### Clock routing

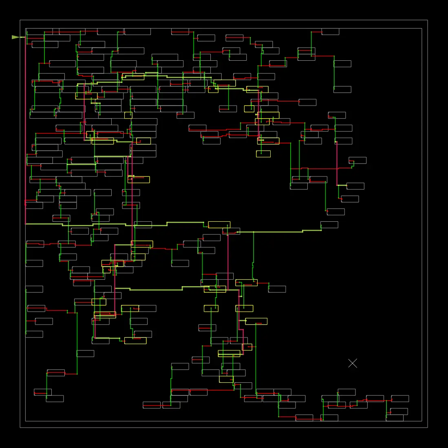
### Wire density map

34 x 34 tiles, from dark blue (low) to red (high), scaled to the fullest tile. Values are wire area over tile area, all layers added.
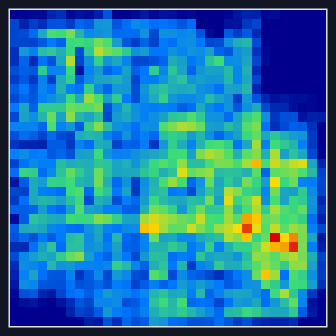
$ cat src/rtl/sdram_line_streamer.sv
// Streams one display line from SDRAM into a pixel FIFO, applying a signed
// H/V pan with either fill or modulo wrap at the frame edges.
module sdram_line_streamer #(
  parameter int              PIX_W    = 8,
  parameter int              WORD_W   = 16,
  parameter int              H_PIXELS = 1024,
  parameter int              V_LINES  = 768,
  parameter int              ADDR_W   = 25,
  parameter int              FRAME_W  = 6,
  parameter int              OFF_W    = 8,
  parameter int              MAX_OUT  = 4,
  parameter logic [PIX_W-1:0] FILL    = '0
) (
  input  logic              iCLK,
  input  logic              iRST_N,
  input  logic              iLOAD_REQ,
  input  logic [12:0]       iLINE,
  input  logic [FRAME_W-1:0] iFRAME_ID,
  input  logic              iOFFSET_H_SIGN,
  input  logic [OFF_W-1:0]  iOFFSET_H,
  input  logic              iOFFSET_V_SIGN,
  input  logic [OFF_W-1:0]  iOFFSET_V,
  input  logic              iWRAP,
  input  logic              iWAIT_REQUEST,
  output logic              oRD_EN,
  output logic [ADDR_W-1:0] oRD_ADDR,
  input  logic [WORD_W-1:0] iRD_DATA,
  input  logic              iRD_DATAVALID,
  output logic [PIX_W-1:0]  oFIFO_WDATA,
  output logic              oFIFO_WEN,
  input  logic              iFIFO_WFULL,
  output logic              oBUSY,
  output logic              oDONE,
  output logic              oOVERRUN
);

  localparam int PPW = WORD_W / PIX_W;
  localparam int WPL = H_PIXELS / PPW;
  localparam int WPF = WPL * V_LINES;
  localparam int CW  = $clog2(H_PIXELS + 1);
  localparam int WCW = $clog2(WPL + 2);
  localparam int WIW = (WPL > 1) ? $clog2(WPL) : 1;
  localparam int PSW = (PPW > 1) ? $clog2(PPW) : 1;
  localparam int BPW = (MAX_OUT > 1) ? $clog2(MAX_OUT) : 1;
  localparam int BCW = $clog2(MAX_OUT + 1);
  localparam int OW  = BCW + 1;

  typedef enum logic [2:0] {S_IDLE, S_SETUP, S_LEAD, S_FETCH, S_TRAIL, S_DONE} state_t;
  state_t state_q, state_d;

  logic [12:0]        line_q;
  logic [FRAME_W-1:0] frame_q;
  logic               hsgn_q, vsgn_q, wrap_q, overrun_q;
  logic [OFF_W-1:0]   hoff_q, voff_q;

  logic [CW-1:0]      lead_left_q, pix_left_q, trail_left_q;
  logic [WCW-1:0]     rd_left_q;
  logic [WIW-1:0]     rd_word_q;
  logic [ADDR_W-1:0]  rd_addr_q;
  logic [PSW-1:0]     pix_sel_q;
  logic [WORD_W-1:0]  buf_q [MAX_OUT];
  logic [BPW-1:0]     wr_ptr_q, rd_ptr_q;
  logic [BCW-1:0]     count_q, inflight_q;

  int dx, dy, adx, sl, st;
  int su_lead, su_npix, su_trail, su_start, su_nwords;
  logic               all_fill;
  logic [WIW-1:0]     su_word;
  logic [ADDR_W-1:0]  su_addr;

  logic lead_wr, pix_wr, trail_wr, pop, rd_issue, rd_accept;
  logic [OW-1:0]      outstanding;
  logic [PIX_W-1:0]   cur_pix;

  // Line geometry: leading fills, fetched pixel run, trailing fills and the
  // first word to read, all derived once from the latched request.
  always_comb begin
    dx       = hsgn_q ? -int'(hoff_q) : int'(hoff_q);
    dy       = vsgn_q ? -int'(voff_q) : int'(voff_q);
    adx      = (dx < 0) ? -dx : dx;
    sl       = int'(line_q) - dy;
    st       = 0;
    su_lead  = 0;
    su_trail = 0;
    su_npix  = H_PIXELS;
    all_fill = (int'(line_q) >= V_LINES) ||
               (!wrap_q && (sl < 0 || sl >= V_LINES || adx >= H_PIXELS));
    if (all_fill) begin
      su_lead = H_PIXELS;
      su_npix = 0;
      sl      = 0;
    end else if (wrap_q) begin
      sl = ((sl % V_LINES) + V_LINES) % V_LINES;
      st = (((-dx) % H_PIXELS) + H_PIXELS) % H_PIXELS;
    end else if (dx >= 0) begin
      su_lead = dx;
      su_npix = H_PIXELS - dx;
    end else begin
      st       = adx;
      su_npix  = H_PIXELS - adx;
      su_trail = adx;
    end
    su_start  = st % PPW;
    su_nwords = (su_start + su_npix + PPW - 1) / PPW;
    su_word   = WIW'(st / PPW);
    su_addr   = ADDR_W'(frame_q) * ADDR_W'(WPF) + ADDR_W'(sl) * ADDR_W'(WPL) + ADDR_W'(st / PPW);
  end

  assign outstanding = {1'b0, inflight_q} + {1'b0, count_q};
  assign cur_pix     = buf_q[rd_ptr_q][int'(pix_sel_q) * PIX_W +: PIX_W];
  assign rd_issue    = oRD_EN && !iWAIT_REQUEST;
  assign rd_accept   = iRD_DATAVALID && (inflight_q != '0);
  assign pop         = pix_wr && ((pix_sel_q == PSW'(PPW - 1)) || (pix_left_q == CW'(1)));

  always_ff @(posedge iCLK) begin
    if (!iRST_N) state_q <= S_IDLE;
    else         state_q <= state_d;
  end

  always_comb begin
    state_d = state_q;
    case (state_q)
      S_IDLE:  if (iLOAD_REQ) state_d = S_SETUP;
      S_SETUP: begin
        if (su_lead != 0)       state_d = S_LEAD;
        else if (su_npix != 0)  state_d = S_FETCH;
        else if (su_trail != 0) state_d = S_TRAIL;
        else                    state_d = S_DONE;
      end
      S_LEAD: if (lead_wr && lead_left_q == CW'(1)) begin
        if (pix_left_q != '0)        state_d = S_FETCH;
        else if (trail_left_q != '0) state_d = S_TRAIL;
        else                         state_d = S_DONE;
      end
      S_FETCH: if (pix_wr && pix_left_q == CW'(1))
        state_d = (trail_left_q != '0) ? S_TRAIL : S_DONE;
      S_TRAIL: if (trail_wr && trail_left_q == CW'(1)) state_d = S_DONE;
      S_DONE:  state_d = S_IDLE;
      default: state_d = S_IDLE;
    endcase
  end

  always_comb begin
    oRD_EN      = 1'b0;
    lead_wr     = 1'b0;
    pix_wr      = 1'b0;
    trail_wr    = 1'b0;
    oFIFO_WDATA = '0;
    case (state_q)
      S_LEAD: begin
        lead_wr = !iFIFO_WFULL;
        if (lead_wr) oFIFO_WDATA = FILL;
      end
      S_FETCH: begin
        oRD_EN = (rd_left_q != '0) && (outstanding < OW'(MAX_OUT));
        pix_wr = (count_q != '0) && !iFIFO_WFULL;
        if (pix_wr) oFIFO_WDATA = cur_pix;
      end
      S_TRAIL: begin
        trail_wr = !iFIFO_WFULL;
        if (trail_wr) oFIFO_WDATA = FILL;
      end
      default: ;
    endcase
    oFIFO_WEN = lead_wr || pix_wr || trail_wr;
    oBUSY     = (state_q != S_IDLE);
    oDONE     = (state_q == S_DONE);
    oOVERRUN  = overrun_q;
  end

  assign oRD_ADDR = rd_addr_q;

  always_ff @(posedge iCLK) begin
    if (!iRST_N) begin
      line_q       <= '0;
      frame_q      <= '0;
      hsgn_q       <= 1'b0;
      vsgn_q       <= 1'b0;
      hoff_q       <= '0;
      voff_q       <= '0;
      wrap_q       <= 1'b0;
      overrun_q    <= 1'b0;
      lead_left_q  <= '0;
      pix_left_q   <= '0;
      trail_left_q <= '0;
      rd_left_q    <= '0;
      rd_word_q    <= '0;
      rd_addr_q    <= '0;
      pix_sel_q    <= '0;
      wr_ptr_q     <= '0;
      rd_ptr_q     <= '0;
      count_q      <= '0;
      inflight_q   <= '0;
      for (int unsigned i = 0; i < MAX_OUT; i++) buf_q[i] <= '0;
    end else begin
      if (state_q == S_IDLE && iLOAD_REQ) begin
        line_q  <= iLINE;
        frame_q <= iFRAME_ID;
        hsgn_q  <= iOFFSET_H_SIGN;
        hoff_q  <= iOFFSET_H;
        vsgn_q  <= iOFFSET_V_SIGN;
        voff_q  <= iOFFSET_V;
        wrap_q  <= iWRAP;
      end
      if (state_q != S_IDLE && iLOAD_REQ) overrun_q <= 1'b1;

      if (state_q == S_SETUP) begin
        lead_left_q  <= CW'(su_lead);
        pix_left_q   <= CW'(su_npix);
        trail_left_q <= CW'(su_trail);
        rd_left_q    <= WCW'(su_nwords);
        rd_word_q    <= su_word;
        rd_addr_q    <= su_addr;
        pix_sel_q    <= PSW'(su_start);
      end
      if (lead_wr)  lead_left_q  <= lead_left_q - CW'(1);
      if (trail_wr) trail_left_q <= trail_left_q - CW'(1);

      // Circular word walk: stepping past the last word of the line returns
      // to word 0 of the same source line.
      if (rd_issue) begin
        rd_left_q <= rd_left_q - WCW'(1);
        if (rd_word_q == WIW'(WPL - 1)) begin
          rd_word_q <= '0;
          rd_addr_q <= rd_addr_q - ADDR_W'(WPL - 1);
        end else begin
          rd_word_q <= rd_word_q + WIW'(1);
          rd_addr_q <= rd_addr_q + ADDR_W'(1);
        end
      end

      if (pix_wr) begin
        pix_left_q <= pix_left_q - CW'(1);
        pix_sel_q  <= pop ? '0 : pix_sel_q + PSW'(1);
      end

      if (rd_accept) begin
        buf_q[wr_ptr_q] <= iRD_DATA;
        wr_ptr_q        <= (wr_ptr_q == BPW'(MAX_OUT - 1)) ? '0 : wr_ptr_q + BPW'(1);
      end
      if (pop) rd_ptr_q <= (rd_ptr_q == BPW'(MAX_OUT - 1)) ? '0 : rd_ptr_q + BPW'(1);

      inflight_q <= inflight_q + BCW'(rd_issue) - BCW'(rd_accept);
      count_q    <= count_q + BCW'(rd_accept) - BCW'(pop);
    end
  end

endmodule

$ cat config.mk
export PLATFORM = sky130hd
export DESIGN_NAME = sdram_line_streamer
export DESIGN_NICKNAME = d
export VERILOG_FILES = /design/src/rtl/sdram_line_streamer.sv
export SDC_FILE = /design/constraint.sdc
export NUM_CORES = 1
export LEC_CHECK = 0
export ABC_AREA = 1
export ABC_CLOCK_PERIOD_IN_PS = 7000
export CAP_MARGIN = 10
export CORE_MARGIN = 2
export CORE_UTILIZATION = 55
export CTS_CLUSTER_DIAMETER = 200
export DETAILED_ROUTE_END_ITERATION = 6
export PLACE_DENSITY = 0.8
export SLEW_MARGIN = 0
export SYNTH_ARGS = -nofsm -noshare
export SYNTH_HDL_FRONTEND = slang
export SYNTH_SLANG_ARGS = --single-unit
$ cat constraint.sdc
create_clock -name iCLK -period 7 [get_ports iCLK]
set_input_delay 1.4 -clock iCLK [delete_from_list [all_inputs] [get_ports iCLK]]
set_output_delay 1.4 -clock iCLK [all_outputs]
set_load 0.02 [all_outputs]
==> impl_metrics.env <==
# flow metrics
export IMPL_status="finished with violations"
export IMPL_violations="DRC, capacitance limit, slew limit, setup timing"
export IMPL_utilization=0.734
export IMPL_h_tree_depth=4
export IMPL_dieArea_sq_um=29600
export IMPL_ys_flops=196
export IMPL_cts_tree="yes"
export IMPL_avgSynthCellArea_sq_um=6.92
export IMPL_syn_inst=2248
export IMPL_worst_slack_ps=-1570
export IMPL_ff_type="dfxtp_1"
export IMPL_top_cell="nand2_1"
export IMPL_drc=1
export IMPL_ys_cells=2248
export IMPL_maxSlewViolCount=3
export IMPL_warnings=32
export IMPL_setup_viol=12
export IMPL_cap_violations=1
export IMPL_yosysTopAreaCell="dfxtp_1"
## Picture notes: 'Clock routing'
clock skew: 16.8 ps
clk_buf instances: 17
Flops: 196
number of buffers created by CTS: 17

## Picture notes: 'Wire density map'
14% of the tiles are over half the peak. The emptiest ninth of the die: upper right. 9.9% of the tiles are nearly empty.

[sequential cells by signal, summed over array words and instances (netlist names), named ones only]
| signal | flops |
|---|---|
| wr_ptr_q | 2 |
| frame_q | 6 |
| rd_left_q | 10 |
| trail_left_q | 11 |
| rd_ptr_q | 2 |
| inflight_q | 3 |
| oRD_ADDR | 25 |
| hoff_q | 8 |
| count_q | 3 |
| hsgn_q | 1 |
| lead_left_q | 11 |
| vsgn_q | 1 |
| rd_word_q | 9 |
| state_q | 3 |
| oOVERRUN | 1 |
| buf_q | 64 |
| wrap_q | 1 |
| voff_q | 8 |
| pix_sel_q | 1 |
| pix_left_q | 11 |
| line_q | 13 |
[metrics by stage]
step	cell area, sq um	setup slack (ps)	hold slack [ps]
floorplan	15900	293	427
global placement	18100	-735	453
detailed placement	18100	-1020	457
CTS	19500	-739	470
global route	20400	-2250	503
finish	20400	-1570	474
[logic make-up after synthesis]
kind of cell | share of synthesized area
buffers and inverters | 0.0955
adder cells (fa/ha/maj) | 0.112
AND/OR/NAND/NOR | 0.264
XOR/XNOR | 0.0518
flip-flops | 0.293
AND-OR/OR-AND | 0.183
other | 0.000483
[layout by cell type (no fill, tap or decap), types with 9 or more instances in the layout]
cell type and count:
a21oi_2 13, nor2_4 14, buf_4 190, nand2_4 33, o21ai_0 178, a31oi_1 49, clkbuf_16 17, xnor2_1 19
inv_2 35, ha_4 13, conb_1 58, dfxtp_1 130, clkdlybuf4s50_1 96, a211oi_1 9, fa_1 10, nor3_1 24
nand4_1 23, nor2_1 268, inv_1 279, o22ai_1 15, xor2_1 63, nand3_4 15, buf_6 9, nand2_2 76
o21ai_1 13, and3_1 9, edfxtp_1 64, nand3_2 32, or2_2 11, o21ai_2 10, a21oi_1 146, nor2_2 14
ha_1 103, nand3_1 81, nand2_1 312
[per-layer routing]
metal,global-route usage,up-vias,part of all wire
li1,-,8067,-
met1,0.410,7787,0.41
met2,0.523,754,0.48
met3,0.0485,199,0.070
met4,0.119,0,0.041
met5,0,-,0
[area by class of cell]
class,instances,area (sq um)
well taps,378,473
repair buffers,299,2550
multi-input cells,1718,10900
clock buffers,17,425
flip-flops and latches,196,4570
clock inverters,15,214
inverters,325,1250
fillers,2058,7380
[path summary, 6_finish.rpt]
check	startpoint	cells past startpoint	to
max	voff_q[1]	71	oRD_ADDR[24]
min	oOVERRUN	2	oOVERRUN
max reg2reg	voff_q[1]	71	oRD_ADDR[24]
min reg2reg	oOVERRUN	2	oOVERRUN
[critical path, delay by kind of cell (launching register included)]
kind / cells / cell delay [ps]
AOI/OAI and AO/OA: 10 / 1210
xor gates and xnor gates: 3 / 590
adders and majority gates: 5 / 1400
buffers and inverters: 10 / 760
DFF: 1 / 340
and+or+nand+nor: 43 / 4160
